$ cat config.mk
export PLATFORM = sky130hd
export DESIGN_NAME = fir_decimator
export DESIGN_NICKNAME = d
export VERILOG_FILES = /design/src/rtl/fir_decimator.sv
export SDC_FILE = /design/constraint.sdc
export NUM_CORES = 1
export LEC_CHECK = 0
export ABC_AREA = 1
export CORE_ASPECT_RATIO = 1.5
export CORE_MARGIN = 5
export CORE_UTILIZATION = 50
export DETAILED_ROUTE_END_ITERATION = 7
export HOLD_SLACK_MARGIN = 0.12
export MAX_ROUTING_LAYER = met4
export PLACE_DENSITY = 0.76
export SYNTH_ARGS = -nofsm -noshare
export SYNTH_HDL_FRONTEND = slang
export SYNTH_SLANG_ARGS = --single-unit
$ cat constraint.sdc
create_clock -name clk -period 3 [get_ports clk]
set_input_delay 0.3 -clock clk [delete_from_list [all_inputs] [get_ports clk]]
set_output_delay 0.3 -clock clk [all_outputs]
set_load 0.03 [all_outputs]
$ cat src/rtl/fir_decimator.sv
// ----------------------------------------------------------------------------
// fir_decimator
//   Accumulate-and-dump decimator placed after filterfir. It sums DECIM
//   consecutive strobed samples and emits their mean through a one-entry
//   output register with a valid/ready handshake. A sticky overrun flag
//   records any result that was dropped because the output register was
//   still full.
//
// Build option
//   FIR_DECIM_ROUND_EN : when defined, the mean is rounded half up
//                        ((sum + DECIM/2) >> LOG2_DECIM); when undefined, the
//                        mean is truncated (sum >> LOG2_DECIM).
//
// Ports
//   clk         rising-edge clock
//   rst         asynchronous, active-high reset
//   din         unsigned input sample (filterfir dataout)
//   din_en      sample strobe; din is consumed on the clock edge when high
//   clr         synchronous clear of the frame, valid flag and overrun flag
//   dout        decimated (mean) sample
//   dout_valid  dout holds an unconsumed result
//   dout_ready  consumer accepts dout when dout_valid & dout_ready
//   overrun     sticky: a result was dropped while the output was full
// ----------------------------------------------------------------------------
module fir_decimator #(
    parameter int DIN_W      = 10,
    parameter int DECIM      = 4,
    parameter int LOG2_DECIM = 2
) (
    input  logic             clk,
    input  logic             rst,
    input  logic [DIN_W-1:0] din,
    input  logic             din_en,
    input  logic             clr,
    output logic [DIN_W-1:0] dout,
    output logic             dout_valid,
    input  logic             dout_ready,
    output logic             overrun
);

    // Sum of DECIM full-scale samples fits exactly, so the accumulator never wraps.
    localparam int ACC_W = DIN_W + LOG2_DECIM;

    logic [ACC_W-1:0]      acc_q, acc_d;
    logic [LOG2_DECIM-1:0] phase_q, phase_d;
    logic [DIN_W-1:0]      dout_q, dout_d;
    logic                  dout_valid_q, dout_valid_d;
    logic                  overrun_q, overrun_d;

    logic                  last_phase;
    logic                  dump;
    logic                  drain;
    logic [ACC_W-1:0]      sum;
    logic [ACC_W-1:0]      rounded;
    logic [DIN_W-1:0]      result;

    assign last_phase = (phase_q == LOG2_DECIM'(DECIM - 1));
    assign dump       = din_en & last_phase;
    assign drain      = dout_valid_q & dout_ready;
    assign sum        = acc_q + ACC_W'(din);

`ifdef FIR_DECIM_ROUND_EN
    // Max sum plus DECIM/2 is still below 2^ACC_W, so the rounding add cannot carry out.
    assign rounded = sum + ACC_W'(DECIM / 2);
`else
    assign rounded = sum;
`endif

    // Upper LOG2_DECIM bits of the shifted value are always zero.
    assign result = DIN_W'(rounded >> LOG2_DECIM);

    always_comb begin
        acc_d        = acc_q;
        phase_d      = phase_q;
        dout_d       = dout_q;
        dout_valid_d = dout_valid_q;
        overrun_d    = overrun_q;

        if (clr) begin
            // Clear wins over any strobe or dump on the same edge; dout value is kept.
            acc_d        = '0;
            phase_d      = '0;
            dout_valid_d = 1'b0;
            overrun_d    = 1'b0;
        end else begin
            if (din_en) begin
                if (last_phase) begin
                    acc_d   = '0;
                    phase_d = '0;
                end else begin
                    acc_d   = sum;
                    phase_d = phase_q + LOG2_DECIM'(1);
                end
            end

            if (dump) begin
                // A drain on the same edge frees the register, so the new result loads.
                if (!dout_valid_q || drain) begin
                    dout_d       = result;
                    dout_valid_d = 1'b1;
                end else begin
                    overrun_d = 1'b1;
                end
            end else if (drain) begin
                dout_valid_d = 1'b0;
            end
        end
    end

    always_ff @(posedge clk or posedge rst) begin
        if (rst) begin
            acc_q        <= '0;
            phase_q      <= '0;
            dout_q       <= '0;
            dout_valid_q <= 1'b0;
            overrun_q    <= 1'b0;
        end else begin
            acc_q        <= acc_d;
            phase_q      <= phase_d;
            dout_q       <= dout_d;
            dout_valid_q <= dout_valid_d;
            overrun_q    <= overrun_d;
        end
    end

    assign dout       = dout_q;
    assign dout_valid = dout_valid_q;
    assign overrun    = overrun_q;

endmodule

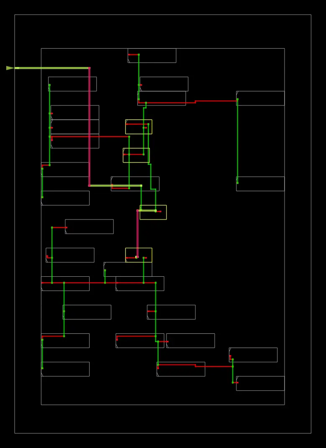
run_1/final_clocks.png
clock buffer count in the final layout: 4
clock-net power: 225 uW

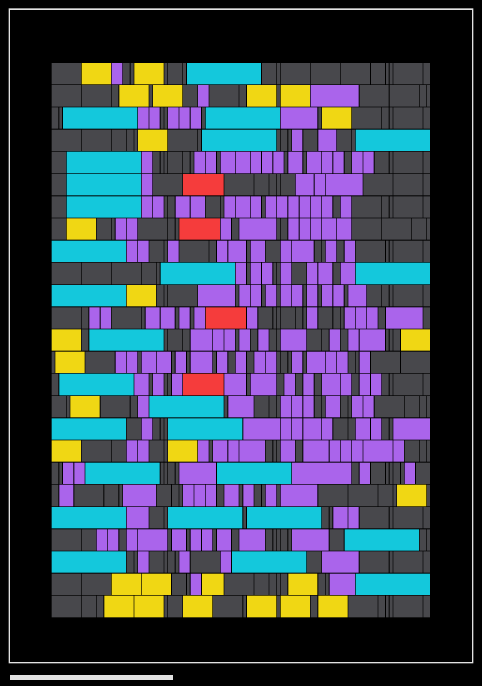
run_1/cell_classes.png
Bar = 20 um. Fill, decap, tap and diode cells in grey.
Purple stands for all other logic, cells 190. Cyan stands for flip-flops, cells 26. Red stands for clock drivers and dummy loads, cells 4. Yellow stands for other buffers and delay cells, cells 27.
fin util: 63.01%
core region area: 0.003159 sq mm
Seq/total area: 32.68%

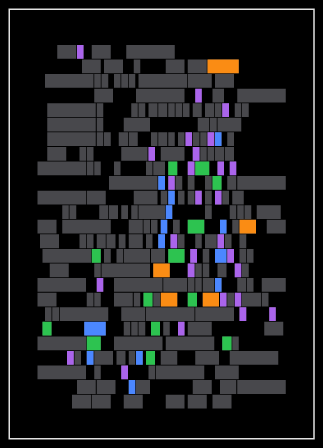
run_1/gate_families.png
Blue stands for NOR gates, cells 13, most used nor2_1. Purple stands for inverters, cells 27, most used inv_1. Orange stands for XOR/XNOR gates, cells 5, most used xnor2_1. Green stands for inverting AOI/OAI gates, cells 13, most used o21ai_1.
most frequent logic cell in the layout: nand2_1
Non-Filler Instances: 287
logic share of the area: 43.49%

run 1: layout make-up:
class,count,area (sq um),share of cell area [%]
multi-input combinational,163,865.8,43.49
sequential,26,650.6,32.68
timing repair buffer,27,267.8,13.45
inverter,27,101.3,5.091
clock buffer,4,55.05,2.766
tap,40,50.05,2.514
run 1: registers in the layout (all words and copies together), names as in the netlist:
register and flops:
acc_q 12, dout 10, overrun 1, phase_q 2, dout_valid 1
run 1: report_power, final:
group	total, mW	switching [mW]	internal (mW)
clock	0.225	0.108	0.117
combinational	0.383	0.230	0.153
sequential	0.427	0.0291	0.398
total	1.03	0.366	0.668
run 1: through the flow:
stage	power, mW	util (%)
floorplan	0.6887	-
global placement	0.8132	61.27
detailed placement	0.8161	61.27
CTS	1.043	63.01
global route	1.120	63.01
finish	1.035	63.01
==> impl_metrics.yaml, run 1 <==
# implementation run metrics
synthesis:
  yosys-top-cells-count: "nand2_1 (90), dfrtp_1 (26), inv_1 (22)"
  synth_nets: 245
  synth.area.top_cells: "dfrtp_1 (40%), nand2_1 (21%), ha_1 (8.5%)"
  yosysCellCount: 218
  ys_sh_mux_pct: 0
  ys_seq_share_pct: 39.97
  ys_ff: 26
  synthCells: 218
  ff_type: "dfrtp_1"
  ys_types: 27
  adder_share_pct: 9.685
  ys_sh_xor_pct: 3.151
  syn_avg_cell_area_sq_um: 7.467
  top_area_share_pct: 39.97
  yosysChipArea_sq_mm: 0.001628
  most_common_cell: "nand2_1"
  synthArstFlopShare_pct: 100.0
  simple_gate_area_share_pct: 34.51
  synth_area_sq_mm: 0.001628
  compound_area_share_pct: 5.842
  ys_warn_count: 0
die:
  rows: 25
  die_w_um: 56.59
  die_y_um: 79.88
  ios: 27
  die_area_sq_mm: 0.004520
final_timing:
  final-hold-violation-count: 0
  final.setup_skew_ps: 3.310
  finalCriticalPeriod_ps: 1840
  worst_slew_pin_slew_ps: 994.4
  fin_crit_sh_pct: 61.34
  fin_hold_ws_ps: 484.0
  fmax_mhz: 543.4
  fin_setup_tns_ps: 0
  slew_viol_final: 0
global_route:
  grt_use_met3_pct: 2.265
  grt_usage_pct: 18.80
  grt_pass1_vias: 1503
  grt_max_degree: 27
  grt.met2_usage_pct: 31.60
  antenna_found_initial: 0
  grt_overflow: 0
  grt_pass1_wl_mm: 6.527
  grt-busiest-layer: "met2"
outcome:
  status: "finished, final reports clean"
finish:
  diodes: 0
  synthToLayoutAreaGrowth_pct: 22.29
  layout.nets: 275
  final_cell_mix: "nand2_1 (90), dfrtp_1 (26), clkdlybuf4s50_1 (26)"
  n_fill_cell: 288
  drive_gt1_share_pct: 7.692
worst_setup_path:
  rrSetupSlack_ps: 1290
  r2r_start: "acc_q[0]"
  cp_cell_sequence: "clkdlybuf4s50_1 > ha_1 > inv_1 > fa_1 > o21ai_2 > nand2_1 > nand2_1 > nand2_1 > nand3_1 > nand2_1"
  endpoint_kind: "register"
  crit_path_start_kind: "primary input"
  setup.worst_path.end: "dout[6]"
  rr_endpoint: "dout[6]"
  cp_top_family: "adder cells"
  worstPathRequired_ps: 3170
  slowest_stage: "clkdlybuf4s50_1"
  critPathBufInv: 2
  slowest_delay_ps: 460
  critical_path.startpoint: "din[0]"
  crit_cells: 10
  crit_type: "primary input to register"
  critical_path.max_fanout: 3
  arrival_ps: 2010
clock_network:
  cts_tree: "built"
  cts_setup_buffers: 0
  clk_pin_slew_ps: 90
  clkSinkCount: 26
  postCtsHoldBufs: 0
  cts_resized: 0
  clock_latency_ps: 270
  cts_buffers: 3
pwr:
  p_leak_nw: 1.068
  p_per_area_mw_per_mm2: 519.7
  peakVddDrop_uv: 352.8
run:
  tool_warnings: 26
  cap_violations: 0
detailed_routing:
  first_pass_iters: 4
  met3WireLength_um: 95
  ant_nets: 0
  wl_met1_mm: 1.594
  routed.top_layer: "met4"
  wl_met2_mm: 1.814
  wl_mm: 3.550
  drt_iter0_drc: 43
  wl_per_cell_um: 12.37
  num_vias: 1434
placed_design:
  place_inst: 283
  gp_congestion: 0.8505
  pre_cts_ws_ps: 857.6
  place_area_sq_mm: 0.001936
  portBuffers: 26
min_path:
  hp-class: "register to register"
  hold_end: "dout[5]"
  worstHoldStart: "dout[5]"
run_1/registers.png
Other sequential cells in the stronger grey, the rest of the logic in the fainter grey.
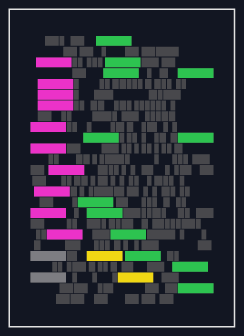

## Run 2: what changed since run 1
==> constraint.sdc (replaced) <==
create_clock -name clk -period 1.7 [get_ports clk]
set_input_delay 0.17 -clock clk [delete_from_list [all_inputs] [get_ports clk]]
set_output_delay 0.17 -clock clk [all_outputs]
set_load 0.03 [all_outputs]
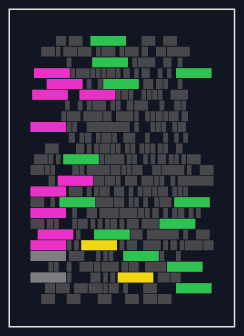
run_2/registers.png
Other sequential cells in the stronger grey, the rest of the logic in the fainter grey.
Green stands for `acc_q`, placed flops 12. Magenta stands for `dout`, placed flops 10. Yellow stands for `phase_q`, placed flops 2.
Another 2 sequential cells are not coloured.
Seq/total area: 29.63%
Seq power: 756 uW
fin util: 69.51%
register area: 650.6 sq um

==> run 2 against run 1 <==
Sequential share of layout area is 3.1 points lower; worst hold slack worse by 240 ps; synthesized cell count stayed put; wire length is 14% higher; utilization is 6.5 points higher; first-iteration DRC count is 28% lower; critical path type is now register to register; largest power group is now combinational cells.
==> impl_metrics.yaml, run 2 <==
# implementation run metrics
clock_network:
  cts_max_level: 1
  clock_latency_ps: 270
  clockBufferDepth: 2
  cts_buffers: 3
  clk_pin_slew_ps: 90
  cts_tree: "built"
  clkSinkCount: 26
  cts_resized: 0
  postCtsHoldBufs: 0
  cts-root-buf: "clkbuf_8"
  cts_setup_buffers: 0
finish:
  comb_area_share_pct: 42.22
  synthToLayoutAreaGrowth_pct: 34.90
  buf_share_pct: 18.01
  combGateArea_sq_um: 927.1
  final_cell_mix: "nand2_1 (88), dfrtp_1 (26), clkdlybuf4s50_1 (26)"
  nMultiInputCombCells: 163
  stdcell_count: 304
  n_fill_cell: 280
  largest_register_ffs: 12
  diodes: 0
  inverters: 27
  clock_buffers: 3
  layout.nets: 292
  largest_class: "multi-input combinational cells"
  lay_top_count: "nand2_1"
  drive_gt1_share_pct: 18.56
  ff_count: 26
  signal_buffers: 44
  final-clk-cell-share_pct: 3.248
  regMostFlops: "acc_q"
synthesis:
  top_logic_kind: "simple AND/OR/NAND/NOR gates"
  ys_sh_mux_pct: 0
  top_area_share_pct: 39.97
  ys_types: 27
  ys_warn_count: 0
  compound_area_share_pct: 5.842
  yosys-top-cells-count: "nand2_1 (90), dfrtp_1 (26), inv_1 (22)"
  synth_nets: 245
  ys_sh_xor_pct: 3.151
  synth.area.top_cells: "dfrtp_1 (40%), nand2_1 (21%), ha_1 (8.5%)"
  top_area_cell: "dfrtp_1"
  yosysChipArea_sq_mm: 0.001628
  synth_area_sq_mm: 0.001628
  syn_avg_cell_area_sq_um: 7.467
  most_common_cell: "nand2_1"
  ys_ff: 26
  synthCells: 218
  simple_gate_area_share_pct: 34.51
  ff_type: "dfrtp_1"
  synth-edff-count: 0
  adder_share_pct: 9.685
  synthArstFlopShare_pct: 100.0
  ys_seq_share_pct: 39.97
  yosysCellCount: 218
detailed_routing:
  wl_met1_mm: 1.603
  drt_iter0_drc: 31
  via_per_inst: 5.230
  routed.top_layer: "met4"
  wl_mm: 4.031
  num_vias: 1590
  drc: 0
  wl_met2_mm: 2.148
  ant_nets: 0
  wl_per_cell_um: 13.26
  first_pass_iters: 4
  met3WireLength_um: 185
die:
  rows: 25
  die_area_sq_mm: 0.004520
  fp_util_pct: 51.52
  die_w_um: 56.59
  tapCellCount: 40
  die_y_um: 79.88
  ios: 27
  design.core.area_sq_mm: 0.003159
run:
  tool_warnings: 27
  cap_violations: 0
worst_setup_path:
  cp_cell_sequence: "ha_2 > inv_2 > fa_2 > o21ai_2 > buf_4 > xnor2_2 > o21ai_1"
  critical_path.max_fanout: 3
  crit_type: "register to register"
  slowest_delay_ps: 390
  endpoint_kind: "register"
  worstPathRequired_ps: 1860
  critPathBufInv: 2
  cp_top_family: "adder cells"
  slowest_stage: "fa_2"
  arrival_ps: 1820
  crit_path_start_kind: "register"
pwr:
  clk-power_uw: 517
  comb_power_share_pct: 38.8
  p_leak_nw: 1.168
  power_switching_share_pct: 34.05
  clkPwrFrac_pct: 24.9
  seqPwrFrac_pct: 36.4
  intPower_mw: 1.370
  p_per_area_mw_per_mm2: 946.0
  comb_power_uw: 805
  top_power_group: "combinational cells"
  finalPower_mw: 2.077
  peakVddDrop_uv: 931.6
  p_sw_uw: 707.3
global_route:
  grt-busiest-layer: "met2"
  grt.met2_usage_pct: 34.61
  grt_use_met3_pct: 2.265
  met1_usage_pct: 22.11
  grt_max_degree: 27
  grt_usage_pct: 19.18
  grt_pass1_wl_mm: 6.713
  grt_overflow: 0
  antenna_found_initial: 0
  grt_pass1_vias: 1617
final_timing:
  fmax_mhz: 602.6
  fin_ws_ps: 40.44
  finalCriticalPeriod_ps: 1660
  final.setup_skew_ps: 4.051
  slew_viol_final: 0
  finalSetupViolCount: 0
  final-hold-violation-count: 0
  worst_slew_pin_slew_ps: 996.5
  rsz0062_at_grt: "true"
  max_slew_margin_pct: 33.32
  fin_crit_sh_pct: 97.62
outcome:
  status: "finished, final reports clean"
placed_design:
  pre_cts_ws_ps: -295.0
  dpl.hpwl_mm: 2.975
  gp_congestion: 0.8525
  place_inst: 298
  portBuffers: 26
min_path:
  hp-class: "primary input to async pin"
==> run 2: cell counts after synthesis <==
Identical to the previous run, type by type.
==> run 2: metrics by stage <==
stage | hold WS [ps] | cell area (sq um) | TNS [ps]
finish | 243.7 | 2196 | 0
global route | 287.6 | 2196 | -503.5
CTS | 251.1 | 2120 | 0
detailed placement | 467.5 | 2048 | -2865
global placement | 462.7 | 2048 | -2299
floorplan | 210.0 | 1628 | 0
==> run 2: worst paths after layout <==
kind | start | end | depth (start not counted) | slack [ps]
hold reg to reg | dout[9] | dout[9] | 2 | 490
setup / recovery | acc_q[0] | dout[2] | 7 | 40
setup reg to reg | acc_q[0] | dout[2] | 7 | 40
min in group clk | dout_ready | overrun | 2 | 490
max in group asynchronous | rst | dout[4] | 3 | 1210
hold / removal | rst | dout[3] | 3 | 240
No activity file was given, so power comes from the tool's default toggle rates.
